Fig. 1: run 1, sequential cells colored by instance or generate block
Scale: 2 px per um. Other sequential cells in the stronger gray, the rest of the logic in the fainter gray.
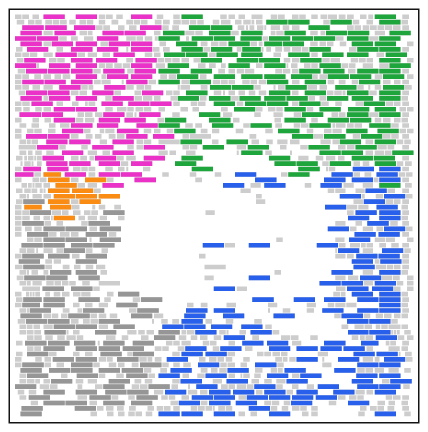
Fig. 2: run 1, clock network drawn from the DEF
Scale: 2 px per um.
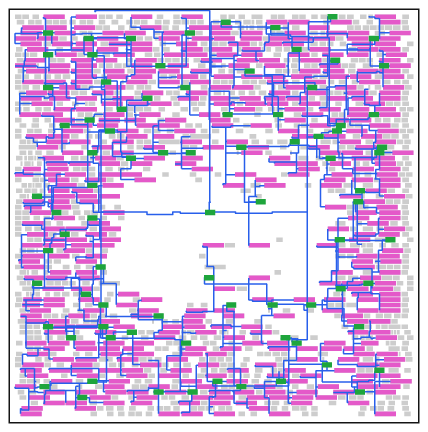
Fig. 3: run 1, clock nets
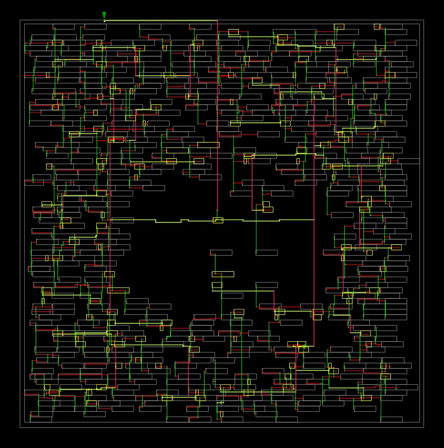
==> src/rtl/axi_pkg.sv <==
// Shared AXI4 types and register-slice mode encodings for the source-clock side
// (reg slice and async FIFO).
package axi_pkg;

    localparam int ADDR_WIDTH = 32;
    localparam int DATA_WIDTH = 64;
    localparam int ID_WIDTH   = 4;

    localparam int REG_BYPASS = 0;
    localparam int REG_FULL   = 1;
    localparam int REG_LIGHT  = 2;

    localparam logic [1:0] RESP_OKAY = 2'b00;

    typedef struct packed {
        logic [ID_WIDTH-1:0]   id;
        logic [ADDR_WIDTH-1:0] addr;
        logic [7:0]            len;
        logic [2:0]            size;
        logic [1:0]            burst;
    } axi_aw_chan_t;

    typedef struct packed {
        logic [DATA_WIDTH-1:0]   data;
        logic [DATA_WIDTH/8-1:0] strb;
        logic                    last;
    } axi_w_chan_t;

    typedef struct packed {
        logic [ID_WIDTH-1:0] id;
        logic [1:0]          resp;
    } axi_b_chan_t;

    typedef struct packed {
        logic [ID_WIDTH-1:0]   id;
        logic [ADDR_WIDTH-1:0] addr;
        logic [7:0]            len;
        logic [2:0]            size;
        logic [1:0]            burst;
    } axi_ar_chan_t;

    typedef struct packed {
        logic [ID_WIDTH-1:0]   id;
        logic [DATA_WIDTH-1:0] data;
        logic [1:0]            resp;
        logic                  last;
    } axi_r_chan_t;

    typedef struct packed {
        axi_aw_chan_t aw;
        logic         aw_valid;
        axi_w_chan_t  w;
        logic         w_valid;
        logic         b_ready;
        axi_ar_chan_t ar;
        logic         ar_valid;
        logic         r_ready;
    } axi_req_t;

    typedef struct packed {
        logic         aw_ready;
        logic         w_ready;
        axi_b_chan_t  b;
        logic         b_valid;
        logic         ar_ready;
        axi_r_chan_t  r;
        logic         r_valid;
    } axi_resp_t;

endpackage

==> src/rtl/axi_skid_buf.sv <==
// One valid/ready register stage: bypass wires, 2-entry skid buffer (full rate),
// or 1-entry register (half rate).
module axi_skid_buf
    import axi_pkg::*;
#(
    parameter type T    = logic,
    parameter int  MODE = REG_FULL
) (
    input  logic clk_i,
    input  logic rst_ni,
    input  logic valid_i,
    output logic ready_o,
    input  T     data_i,
    output logic valid_o,
    input  logic ready_i,
    output T     data_o
);

    if (MODE == REG_BYPASS) begin : g_bypass
        logic unused_clk;
        assign unused_clk = clk_i & rst_ni;
        assign valid_o    = valid_i;
        assign data_o     = data_i;
        assign ready_o    = ready_i;
    end else if (MODE == REG_FULL) begin : g_full
        logic valid_q, skid_valid_q;
        T     data_q, skid_data_q;
        logic in_fire;

        // ready_o comes straight from a flop so upstream never sees ready_i
        assign in_fire = valid_i & ~skid_valid_q;
        assign ready_o = ~skid_valid_q;
        assign valid_o = valid_q;
        assign data_o  = data_q;

        always_ff @(posedge clk_i or negedge rst_ni) begin
            if (!rst_ni) begin
                valid_q      <= 1'b0;
                skid_valid_q <= 1'b0;
            end else if (skid_valid_q) begin
                if (ready_i) skid_valid_q <= 1'b0;
            end else if (in_fire && valid_q && !ready_i) begin
                skid_valid_q <= 1'b1;
            end else begin
                valid_q <= in_fire | (valid_q & ~ready_i);
            end
        end

        always_ff @(posedge clk_i) begin
            if (skid_valid_q) begin
                if (ready_i) data_q <= skid_data_q;
            end else if (in_fire) begin
                if (valid_q && !ready_i) skid_data_q <= data_i;
                else                     data_q      <= data_i;
            end
        end
    end else if (MODE == REG_LIGHT) begin : g_light
        logic valid_q;
        T     data_q;

        assign ready_o = ~valid_q;
        assign valid_o = valid_q;
        assign data_o  = data_q;

        always_ff @(posedge clk_i or negedge rst_ni) begin
            if (!rst_ni)      valid_q <= 1'b0;
            else if (valid_q) begin
                if (ready_i) valid_q <= 1'b0;
            end else if (valid_i) valid_q <= 1'b1;
        end

        always_ff @(posedge clk_i) begin
            if (!valid_q && valid_i) data_q <= data_i;
        end
    end else begin : g_bad_mode
        $error("axi_skid_buf: MODE must be 0, 1 or 2");
    end

endmodule

==> src/rtl/axi_reg_slice.sv <==
// AXI4 register slice: one independent axi_skid_buf per channel, placed in front
// of the async FIFO on the source clock.
module axi_reg_slice
    import axi_pkg::*;
#(
    parameter int AW_MODE = REG_FULL,
    parameter int W_MODE  = REG_FULL,
    parameter int B_MODE  = REG_FULL,
    parameter int AR_MODE = REG_FULL,
    parameter int R_MODE  = REG_FULL
) (
    input  logic      clk_i,
    input  logic      rst_ni,
    input  axi_req_t  s_req_i,
    output axi_resp_t s_resp_o,
    output axi_req_t  m_req_o,
    input  axi_resp_t m_resp_i
);

    axi_skid_buf #(.T(axi_aw_chan_t), .MODE(AW_MODE)) u_aw (
        .clk_i, .rst_ni,
        .valid_i(s_req_i.aw_valid),  .ready_o(s_resp_o.aw_ready), .data_i(s_req_i.aw),
        .valid_o(m_req_o.aw_valid),  .ready_i(m_resp_i.aw_ready), .data_o(m_req_o.aw)
    );

    axi_skid_buf #(.T(axi_w_chan_t), .MODE(W_MODE)) u_w (
        .clk_i, .rst_ni,
        .valid_i(s_req_i.w_valid),   .ready_o(s_resp_o.w_ready),  .data_i(s_req_i.w),
        .valid_o(m_req_o.w_valid),   .ready_i(m_resp_i.w_ready),  .data_o(m_req_o.w)
    );

    axi_skid_buf #(.T(axi_ar_chan_t), .MODE(AR_MODE)) u_ar (
        .clk_i, .rst_ni,
        .valid_i(s_req_i.ar_valid),  .ready_o(s_resp_o.ar_ready), .data_i(s_req_i.ar),
        .valid_o(m_req_o.ar_valid),  .ready_i(m_resp_i.ar_ready), .data_o(m_req_o.ar)
    );

    // Response channels run the other way: the FIFO side is the producer.
    axi_skid_buf #(.T(axi_b_chan_t), .MODE(B_MODE)) u_b (
        .clk_i, .rst_ni,
        .valid_i(m_resp_i.b_valid),  .ready_o(m_req_o.b_ready),   .data_i(m_resp_i.b),
        .valid_o(s_resp_o.b_valid),  .ready_i(s_req_i.b_ready),   .data_o(s_resp_o.b)
    );

    axi_skid_buf #(.T(axi_r_chan_t), .MODE(R_MODE)) u_r (
        .clk_i, .rst_ni,
        .valid_i(m_resp_i.r_valid),  .ready_o(m_req_o.r_ready),   .data_i(m_resp_i.r),
        .valid_o(s_resp_o.r_valid),  .ready_i(s_req_i.r_ready),   .data_o(s_resp_o.r)
    );

endmodule

==> config.mk <==
export PLATFORM = sky130hd
export DESIGN_NAME = axi_reg_slice
export DESIGN_NICKNAME = d
export VERILOG_FILES = /design/src/rtl/axi_pkg.sv /design/src/rtl/axi_skid_buf.sv /design/src/rtl/axi_reg_slice.sv
export SDC_FILE = /design/constraint.sdc
export NUM_CORES = 1
export LEC_CHECK = 0
export CORE_AREA = 2 2 202 204
export CTS_BUF_LIST = sky130_fd_sc_hd__clkbuf_2 sky130_fd_sc_hd__clkbuf_4 sky130_fd_sc_hd__clkbuf_8
export DETAILED_ROUTE_END_ITERATION = 7
export DIE_AREA = 0 0 204 206
export PLACE_DENSITY = 0.78
export SETUP_SLACK_MARGIN = 0.4
export SKIP_LAST_GASP = 1
export SYNTH_ARGS = -nofsm -noshare
export SYNTH_HDL_FRONTEND = slang
export SYNTH_SLANG_ARGS = --single-unit
==> constraint.sdc <==
create_clock -name clk_i -period 11.14 [get_ports clk_i]
set_clock_uncertainty 0.15 [all_clocks]
set_input_delay 2.228 -clock clk_i [delete_from_list [all_inputs] [get_ports clk_i]]
set_output_delay 2.228 -clock clk_i [all_outputs]
set_load 0.01 [all_outputs]
==> impl_metrics.tcl, run 1 <==
# flow metrics
set metrics [dict create \
    use_met2_pct 32.7 \
    xor_area_share_pct 0 \
    worst_hold_slack_ns 0.369 \
    drt_iter0_drc 459 \
    postLayoutCoreUtil_pct 64.5 \
    crit_path_start "u_b.g_full.skid_valid_q" \
    synth.distinct_cells 16 \
    die_area_mm2 0.0420 \
    crit_path_max_fanout 12 \
    fin_crit_sh_pct 37.6 \
    grt_max_degree 79 \
    final_cells 2008 \
    worstSetupEndpointType "primary output" \
    max_freq_ghz 0.239 \
    hold_start "u_w.g_full.skid_data_q[63]" \
    grt_antenna_before_repair 7 \
    wl_met1_mm 16.4 \
    routed_via_density 4.98 \
    p_sw_w 0.00105 \
    syn_nets 1095 \
    cts_tree "done" \
    mux_share_pct 15.6 \
    hold_violations 0 \
    die_h_um 206 \
    antenna_left 0 \
    top_usage_layer "met2" \
    via_count 9994 \
    holdBufCountCts 0 \
    dpl_worst_slack_ns 6.66 \
    power.internal_w 0.00349 \
    p_leak_nw 8.86 \
    timing.rr.start "u_w.g_full.skid_valid_q" \
    wl_mm 43.5 \
    grt_pass1_vias 10400 \
    chipWidth_um 204 \
    area_growth_pct 39.3 \
    dp_cells 1851 \
    yosysMostFrequentCell "edfxtp_1" \
    synth.avg_cell_area_um2 22.3 \
    portBuffers 517 \
    clockBufferDepth 3 \
    ys_top_logic_family "multiplexers" \
    p_per_area_mw_per_mm2 175 \
    critPathRequiredTime_ns 8.76 \
    root_buffer "clkbuf_8" \
    ir_worst_vdd_mv 0.139 \
    power_sequential_w 0.00233 \
    synth-simple-area-share_pct 0.666 \
    core_area_mm2 0.0402 \
    drv_cap 0 \
    status "finished clean" \
    placed_area_mm2 0.0243 \
    overflow 0 \
    common_cells "edfxtp_1 (496), mux2_2 (218), mux2_4 (30)" \
    htree_num_levels 3 \
    min_path_type "flip-flop to flip-flop" \
    use_met1_pct 23.8 \
    setup.worst_path.class "flip-flop to primary output" \
    yosysTopAreaCell "edfxtp_1" \
    nFillCells 2769 \
    crit_end "m_req_o[51]" \
    dp_hpwl_mm 29.3 \
    wl_per_cell_um 21.6 \
    syn_area_mm2 0.0186 \
    wl_met3_mm 4.05 \
    io_pins 518 \
    slew-limit-headroom_pct 20.8 \
    yosys_warnings 0 \
    core.rowCount 74 \
    rr_endpoint "u_w.data_o[37]" \
    ys_sh_aoi_pct 0.605 \
    fin_ws_ns 6.95 \
    fin_nets 1663 \
    drive_gt1_share_pct 26.8 \
    synth_cells 835 \
    dr_wl_met2_mm 21.7 \
    top_cell_area_share_pct 80.0 \
    maxSlewViolCount 0 \
    synth_seq_share_pct 81.4 \
    clk_pin_slew_ns 0.06 \
]
-- Fig. 1 (at the start) --
| color | scope | sequential cells |
|---|---|---|
| orange | u_b | 14 |
| green | u_w | 148 |
| blue | u_r | 144 |
| magenta | u_ar | 100 |
not colored: 100

-- Fig. 2 (at the start) --
[green] clock drivers | count: 82
[magenta] flip-flops | count: 506
[blue] clock wires | length: 6280 um
routed clock nets: 83
Clk network pwr share: 35.5%
clk_lat worst skew: 0.65 ns
Clk. pwr: 0.00161 W

-- Fig. 3 (at the start) --
clock sink count: 506
Num CTS Buffers: 82

run 1: cells by family after synthesis:
group                  count (synthesis)
multiplexers                         248
AND-OR/OR-AND                         15
AND/OR/NAND/NOR                       20
buffers and inverters                 46
flip-flops                           506
run 1: registers in the layout, summed over array words and instances (netlist names), 6 cells and up:
register	flops
u_r.data_o	71
u_w.data_o	73
u_ar.data_o	49
u_b.g_full.skid_data_q	6
u_aw.g_full.skid_data_q	49
u_b.data_o	6
u_aw.data_o	49
u_r.g_full.skid_data_q	71
u_ar.g_full.skid_data_q	49
u_w.g_full.skid_data_q	73
run 1: layout make-up:
class                      instances  area, um^2  share of cell area [%]
clock buffer                     106        1310                    5.05
clock inverter                    47         342                    1.32
timing repair buffer             525        5240                    20.2
inverter                           5        18.8                  0.0724
tap                              532         666                    2.57
multi-input combinational        283        3190                    12.3
antenna                            4        10.0                  0.0386
sequential                       506       15200                    58.4
run 1: placed cells by master (no fill, tap or decap):
cell type	instances
clkinv_1	27
dfrtp_1	6
o22a_1	1
mux2_4	30
o22a_2	3
bufinv_16	4
clkinv_2	7
nor2_1	10
inv_2	1
buf_4	8
nor4bb_4	2
nor4bb_1	1
edfxtp_1	496
nand2b_1	5
clkbuf_8	82
clkbuf_4	24
clkinvlp_4	3
clkinv_4	1
inv_6	1
dfrtp_2	3
mux2_2	218
and4bb_4	2
clkdlybuf4s50_1	517
diode_2	4
o22a_4	1
inv_8	4
inv_1	4
a22o_1	5
a21oi_1	5
dfrtp_4	1
run 1: critical path, cell delays in order (launching register included):
cell	delay [ns]
dfrtp_1	0.52
inv_1	0.13
clkdlybuf4s50_1	0.54
--- run 2 (diff from run 1) ---
Settings changed: CORE_AREA 2 2 202 204 to not set, CORE_ASPECT_RATIO set to 1.25, CORE_MARGIN set to 1, CORE_UTILIZATION set to 45, DIE_AREA 0 0 204 206 to not set, PLACE_DENSITY 0.78 to 0.79.
Clock period 11.14 ns to 3.54 ns, I/O delays scaled along.
Fig. 4: run 2, clock network drawn from the DEF
Scale: 2 px per um.
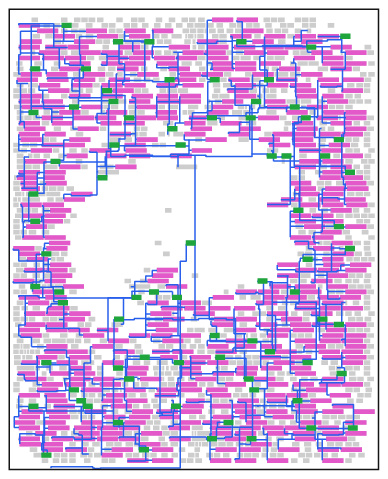
[green] clock drivers | count: 77
[blue] clock wires | length: 6150 um
[magenta] flip-flops | count: 506
routed clock nets: 78
Clk. pwr: 0.00486 W
clk_lat worst skew: 0.63 ns

Fig. 5: run 2, the metal 3 layer
Scale: 2 px per um.
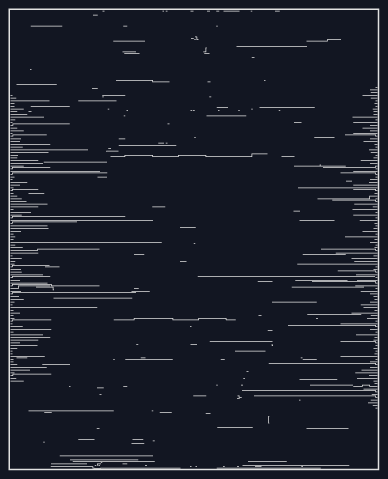
longest straight run: 88.3 um
nets with wire on the layer: 286
wire length on this layer: 3860 um
main direction: horizontal
final WL: 43.4 mm
grt met3 use: 8.13%
vias: 9955

==> run 2 against run 1 <==
Net effect:
- combinational power rose to 3.1 times the previous value
- final area up 0.31%
- core utilization shrank 0.18 points
- wire length decreased by 0.14%
==> impl_metrics.tcl, run 2 <==
# flow metrics
set metrics [dict create \
    top_cell_area_share_pct 80.0 \
    fin_setup_tns_ns 0 \
    dp_cells 1873 \
    register_area_mm2 0.0152 \
    setup.worst_path.class "flip-flop to primary output" \
    yosysChipArea_mm2 0.0186 \
    core_area_mm2 0.0404 \
    logic_area_mm2 0.00319 \
    critPathRequiredTime_ns 2.68 \
    yosys_warnings 0 \
    max_freq_ghz 0.342 \
    syn_area_mm2 0.0186 \
    p_leak_nw 8.89 \
    syn_nets 1095 \
    dp_hpwl_mm 30.6 \
    synth.distinct_cells 16 \
    final_common_cell "clkdlybuf4s50_1" \
    tool_warnings 26 \
    crit_end "m_req_o[0]" \
    maxSlewViolCount 0 \
    status "finished clean" \
    grt_max_degree 74 \
    pwr-share-comb_pct 13.3 \
    timing.rr.start "u_w.g_full.skid_valid_q" \
    root_buffer "clkbuf_8" \
    rr_endpoint "u_w.data_o[41]" \
    clkPwrFrac_pct 34.5 \
    synth_cells 835 \
    drive_gt1_share_pct 27.4 \
    wl_per_cell_um 21.5 \
    drt_iter0_drc 455 \
    clockBufferDepth 3 \
    drv_cap 0 \
    common_cells "edfxtp_1 (496), mux2_2 (218), mux2_4 (30)" \
    crit_path_max_fanout 38 \
    die_h_um 229 \
    fin_nets 1666 \
    portBuffers 517 \
    nFillCells 2759 \
    clk_pin_slew_ns 0.06 \
    gp_congestion 0.830 \
    slew-limit-headroom_pct 42.8 \
    synth.avg_cell_area_um2 22.3 \
    min_path_type "flip-flop to flip-flop" \
    yosysMostFrequentCell "edfxtp_1" \
    io_pins 518 \
    worstSetupEndpointType "primary output" \
    overflow 0 \
    p_per_area_mw_per_mm2 541 \
    die_area_mm2 0.0422 \
    fin_crit_sh_pct 82.6 \
    power.internal_w 0.0109 \
    grt_pass1_wl_mm 63.7 \
    cts.sinks 506 \
    chipWidth_um 184 \
    grt_pass1_vias 10700 \
    routed_via_density 4.93 \
    ff_type "edfxtp_1" \
    hold_start "u_aw.g_full.skid_data_q[39]" \
    yosysTopAreaCell "edfxtp_1" \
    core.rowCount 82 \
    ir_worst_vdd_mv 0.333 \
    hold_violations 0 \
    htree_num_levels 3 \
    area_growth_pct 39.7 \
    cts_tree "done" \
    mostFrequentLayoutCells "clkdlybuf4s50_1 (517), edfxtp_1 (496), mux2_2 (218)" \
    crit_path_start "u_r.g_full.skid_valid_q" \
    cp-start-kind "flip-flop" \
    final_cells 2020 \
    antenna_left 0 \
]
Fig. 6: run 2, clock nets
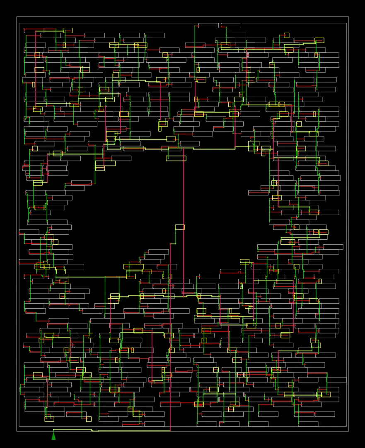
clock buffers: 109
Seq cells: 506
Num CTS Buffers: 77

## run 2: cell counts after synthesis
Identical to the previous run, type by type.
## run 2: kinds of logic after synthesis
kind of cell / after synthesis / share of synthesized area [%]
buffers and inverters: 46 / 1.74
multiplexers: 248 / 15.6
AND-OR/OR-AND: 15 / 0.605
flip-flops: 506 / 81.4
AND/OR/NAND/NOR: 20 / 0.666
## run 2: layout make-up
class | instances | share of cell area, %
Sequential cell | 506 | 58.3
Timing Repair Buffer | 533 | 20.7
Multi-Input combinational cell | 283 | 12.3
Clock buffer | 109 | 5.00
Tap cell | 546 | 2.63
Clock inverter | 30 | 0.991
Antenna cell | 8 | 0.0770
Inverter | 5 | 0.0722
## run 2: stage by stage
step	worst slack, ns	hold slack (ns)	util [%]	area [um^2]	power, W
detailed placement	0.950	0.381	60.4	24400	0.00936
global route	0.460	0.393	64.3	26000	0.0146
global placement	0.964	0.375	60.4	24400	0.00931
floorplan	0.406	0.262	-	18600	0.00823
CTS	0.548	0.371	64.3	26000	0.0143
finish	0.616	0.376	64.3	26000	0.0141
## run 2: power groups by stage
stage	clock network, W	logic (W)	registers (W)
after CTS	0.00501	0.00190	0.00735
after global placement	0	0.00186	0.00745
after detailed placement	0	0.00189	0.00747
after global routing	0.00526	0.00198	0.00738
final	0.00486	0.00188	0.00734
after floorplan	0	0.000662	0.00757
## run 2: worst max-delay path: stages, from the launching register on
cell             delay [ns]
dfrtp_4                0.81
inv_1                  0.12
clkdlybuf4s50_1        0.51
## run 2: per-layer routing
layer	part of all wire, %	track usage (%)	up-vias	wire [um]
met5	0.14	0	-	62
met4	4.7	11.7	8	2050
met3	8.9	8.13	131	3860
met2	51	34.3	414	22000
met1	36	22.1	4893	15400
li1	-	-	4509	-
Power is estimated from default activity; no workload was simulated.
